Design display_annot_packetizer, sky130hd; sources not shown.
Fig. 1: run 1, sizing map
(4 px per um)
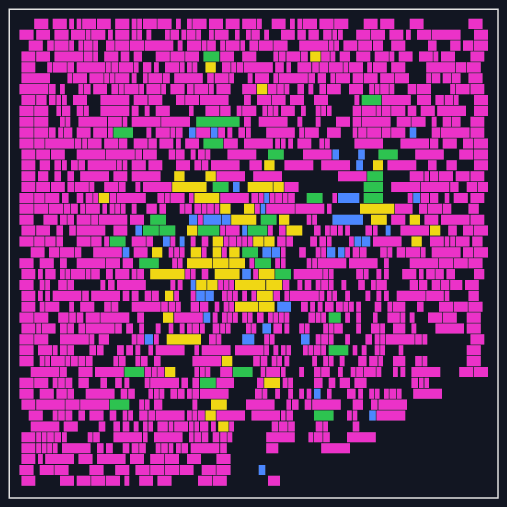
[x6 and larger] green | cells: 30
[x1 and smaller] magenta | cells: 1,079
[x3 and x4] yellow | cells: 52
[x2] blue | cells: 40
final worst-path setup slack: 66.5 ps
non-clock buffer count in the final layout: 352
Final Cell Area: 9540 um^2
area growth from synthesis to final layout: 63.7%

Fig. 2: run 1, where the registers sit
(3 px per um)
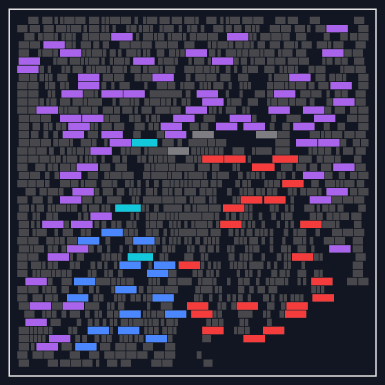
[cnt] red | flops: 22
[frame_cnt] blue | flops: 16
[out_data] purple | flops: 64
[state] cyan | flops: 3
fraction of area in registers: 0.228
sequential cell area in the final layout: 2180 um^2
power in sequential cells: 0.00288 W
Post-Route Utilization: 0.695

Fig. 3: run 1, M3 wires
(4 px per um)
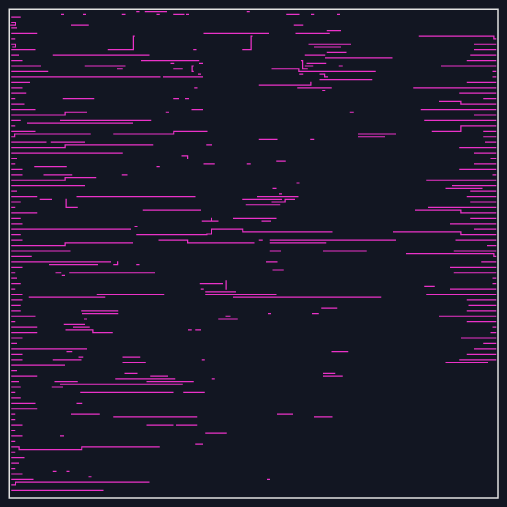
main direction: horizontal
nets with wire on the layer: 248
wire length on this layer: 2,160 um
met3 Use GR: 0.0679
via count of the routed design: 7,621

==> impl_metrics.py, run 1 <==
# Synthesis and PnR figures
metrics = {
    "status": {
        "result_of_the_run": "finished clean",
    },
    "floorplan": {
        "coreArea_um2": 13700,
        "rows": 43,
        "die_height_um": 122,
        "tapCellCount": 180,
    },
    "clock_network": {
        "cts-htree-levels": 3,
        "cts_hold_buffers": 0,
        "cts.clk_slew.worst_paths_ps": 110,
        "cts_repair_resize_count": 59,
        "cts_root_buffer": "clkbuf_8",
    },
    "pwr": {
        "switching_share": 0.418,
        "pwr_density_cell_nw_per_um2": 1030,
        "ir_worst_vdd_v": 0.000759,
        "powerComb_w": 0.00543,
        "p_switching_w": 0.00409,
        "clockPowerShare": 0.151,
        "power-top-group": "combinational logic",
        "proportion_of_power_drawn_by_flip_flops_and_latches": 0.294,
        "internal_power_w": 0.00570,
        "combPwrFrac": 0.554,
    },
    "synthesis": {
        "synth_largest_type_area_fraction": 0.371,
        "combined_area_of_all_synthesized_cells_um2": 5830,
        "ys_area_um2": 5830,
        "avgSynthCellArea_um2": 6.59,
        "yosys_warnings": 0,
        "synth_area_leader_cell": "dfxtp_1",
        "post_synth_fa_ha_maj_area_fraction": 0.00429,
        "yosys_most_used_dff": "dfxtp_1",
        "synthMuxAreaShare": 0,
        "synth_stat.cells": 884,
        "syn-instance-count": 884,
        "synthArstFlopShare": 0,
    },
    "route": {
        "route.detailed.drc": 0,
        "dr.max_layer_used": "met4",
        "first_iter_violations": 584,
        "route.met2.wl_um": 12300,
        "met3_length_um": 2160,
        "drt-vias-per-instance": 5.51,
        "wire_per_inst_um": 18.4,
    },
    "final_layout": {
        "largest_register_ff_count": 64,
        "logic_cell_area_um2": 3360,
        "final_cell_mix": "clkdlybuf4s50_1, nand2_1, nor2_1, dfxtp_1, a21oi_1",
        "share_of_post_route_cells_with_drive_strength_above_1": 0.102,
        "inv_count": 57,
        "finish.cell_count_without_fillers": 1383,
        "fillerInstances": 1183,
        "n_multi_input_combinational_cell": 669,
        "n_sequential_cell": 108,
        "dominant-cell-class": "combinational gates",
        "final.clkbuf_count": 12,
        "buf_share": 0.350,
    },
    "grt": {
        "use_met1": 0.403,
        "first_pass_grt_wire_length_um": 38300,
        "globalRouteOverflowTotal": 0,
        "grt_use_total": 0.343,
        "antenna_found_initial": 2,
    },
    "place": {
        "gpl.final_weighted_congestion": 0.975,
        "area_after_detailed_placement_um2": 8880,
    },
    "worst_setup_path": {
        "crit_family": "flip-flops",
        "r2r_slack_ps": 110,
        "crit_path_max_fanout": 6,
        "crit_path_top_delay_cell": "dfxtp_4",
        "cp.depth": 4,
        "crit_required_ps": 1500,
    },
    "run": {
        "drv_cap": 0,
    },
    "final_timing": {
        "setup-violations-final": 0,
        "totalNegativeSetupSlack_ps": 0,
        "slew_headroom": 0.514,
        "hold_slack_ps": 386,
        "finalMaxSlewViolations": 0,
    },
    "worst_hold_path": {
        "min_path_cells": 2,
    },
}
==> run 2, diff against run 1 <==
GPL_ROUTABILITY_DRIVEN = 0   (was unset)
==> run 2 against run 1 <==
Net effect:
- the run now ends with DRC left
- hold slack improved by 6.7 ps
- routed wire length increased by 0.97%
- total power increased by 3.2%
- register-to-register slack got worse by 30 ps
==> impl_metrics.py, run 2 <==
# Synthesis and PnR figures
metrics = {
    "status": {
        "result_of_the_run": "finished with violations",
        "failing_checks": "DRC",
    },
    "worst_setup_path": {
        "crit_family": "buffers and inverters",
        "cp.depth": 11,
        "crit_required_ps": 2180,
        "crit_path_max_fanout": 10,
        "crit_path_top_delay_cell": "clkdlybuf4s50_1",
    },
    "route": {
        "route.met2.wl_um": 12500,
        "route.detailed.drc": 14,
        "first_iter_violations": 661,
        "dr.max_layer_used": "met4",
        "met3_length_um": 2530,
    },
    "final_timing": {
        "final_critical_path_setup_slack_ps": 42.0,
        "finalMaxSlewViolations": 0,
        "totalNegativeSetupSlack_ps": 0,
        "setup-violations-final": 0,
        "slew_headroom": 0.561,
    },
    "pwr": {
        "ir_worst_vdd_v": 0.000770,
        "combPwrFrac": 0.561,
        "powerComb_w": 0.00567,
        "power_sequential_w": 0.00287,
        "proportion_of_power_drawn_by_flip_flops_and_latches": 0.284,
        "clockPowerShare": 0.155,
        "pwr_density_cell_nw_per_um2": 1060,
        "switching_share": 0.413,
        "p_switching_w": 0.00417,
        "internal_power_w": 0.00593,
        "power-top-group": "combinational logic",
    },
    "final_layout": {
        "buf_share": 0.351,
        "n_multi_input_combinational_cell": 669,
        "share_of_post_route_cells_with_drive_strength_above_1": 0.0952,
        "syn_to_final_growth_pct": 63.0,
        "design_area_um2": 9500,
        "inv_count": 57,
        "fillerInstances": 1123,
        "logic_cell_area_um2": 3320,
        "final.clkbuf_count": 10,
        "n_sequential_cell": 108,
        "final_cell_mix": "clkdlybuf4s50_1, nand2_1, nor2_1, dfxtp_1, a21oi_1",
        "fraction_of_area_in_registers": 0.229,
        "buffers": 347,
    },
    "worst_hold_path": {
        "min_path_cells": 2,
    },
    "synthesis": {
        "post_synth_fa_ha_maj_area_fraction": 0.00429,
        "synthArstFlopShare": 0,
        "ys_area_um2": 5830,
        "synthMuxAreaShare": 0,
        "avgSynthCellArea_um2": 6.59,
        "combined_area_of_all_synthesized_cells_um2": 5830,
        "syn-instance-count": 884,
    },
    "grt": {
        "first_pass_grt_wire_length_um": 38200,
        "use_met1": 0.391,
        "antenna_found_initial": 2,
    },
    "clock_network": {
        "cts.clk_slew.worst_paths_ps": 120,
        "cts-htree-levels": 3,
        "cts_repair_resize_count": 48,
        "cts_hold_buffers": 0,
    },
    "floorplan": {
        "coreArea_um2": 13700,
        "rows": 43,
        "die_height_um": 122,
    },
    "run": {
        "drv_cap": 0,
    },
    "place": {
        "area_after_detailed_placement_um2": 8880,
    },
}
Fig. 4: run 2, where the registers sit
(3 px per um)
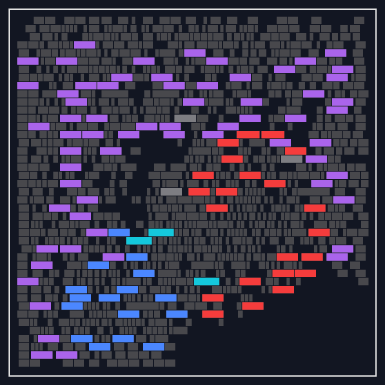
[cnt] red | flops: 22
[state] cyan | flops: 3
[frame_cnt] blue | flops: 16
[out_data] purple | flops: 64
not coloured: 3
sequential cell area in the final layout: 2180 um^2
Post-Route Utilization: 0.692

Fig. 5: run 2, M3 wires
(4 px per um)
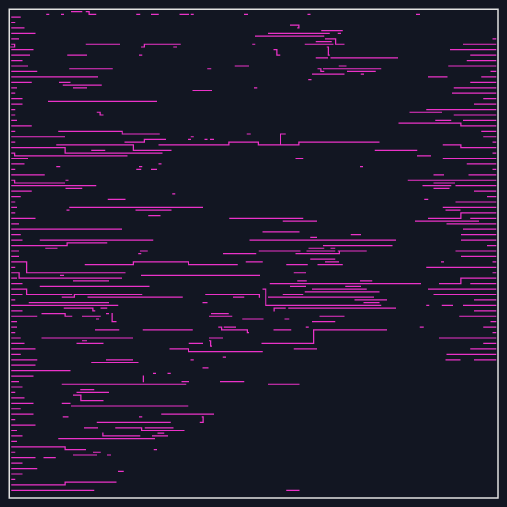
longest straight run: 37.5 um
wire length on this layer: 2,530 um
via count of the routed design: 7,765
met3 Use GR: 0.0852

Power figures rest on the tool's default switching activity, not on a simulated workload.
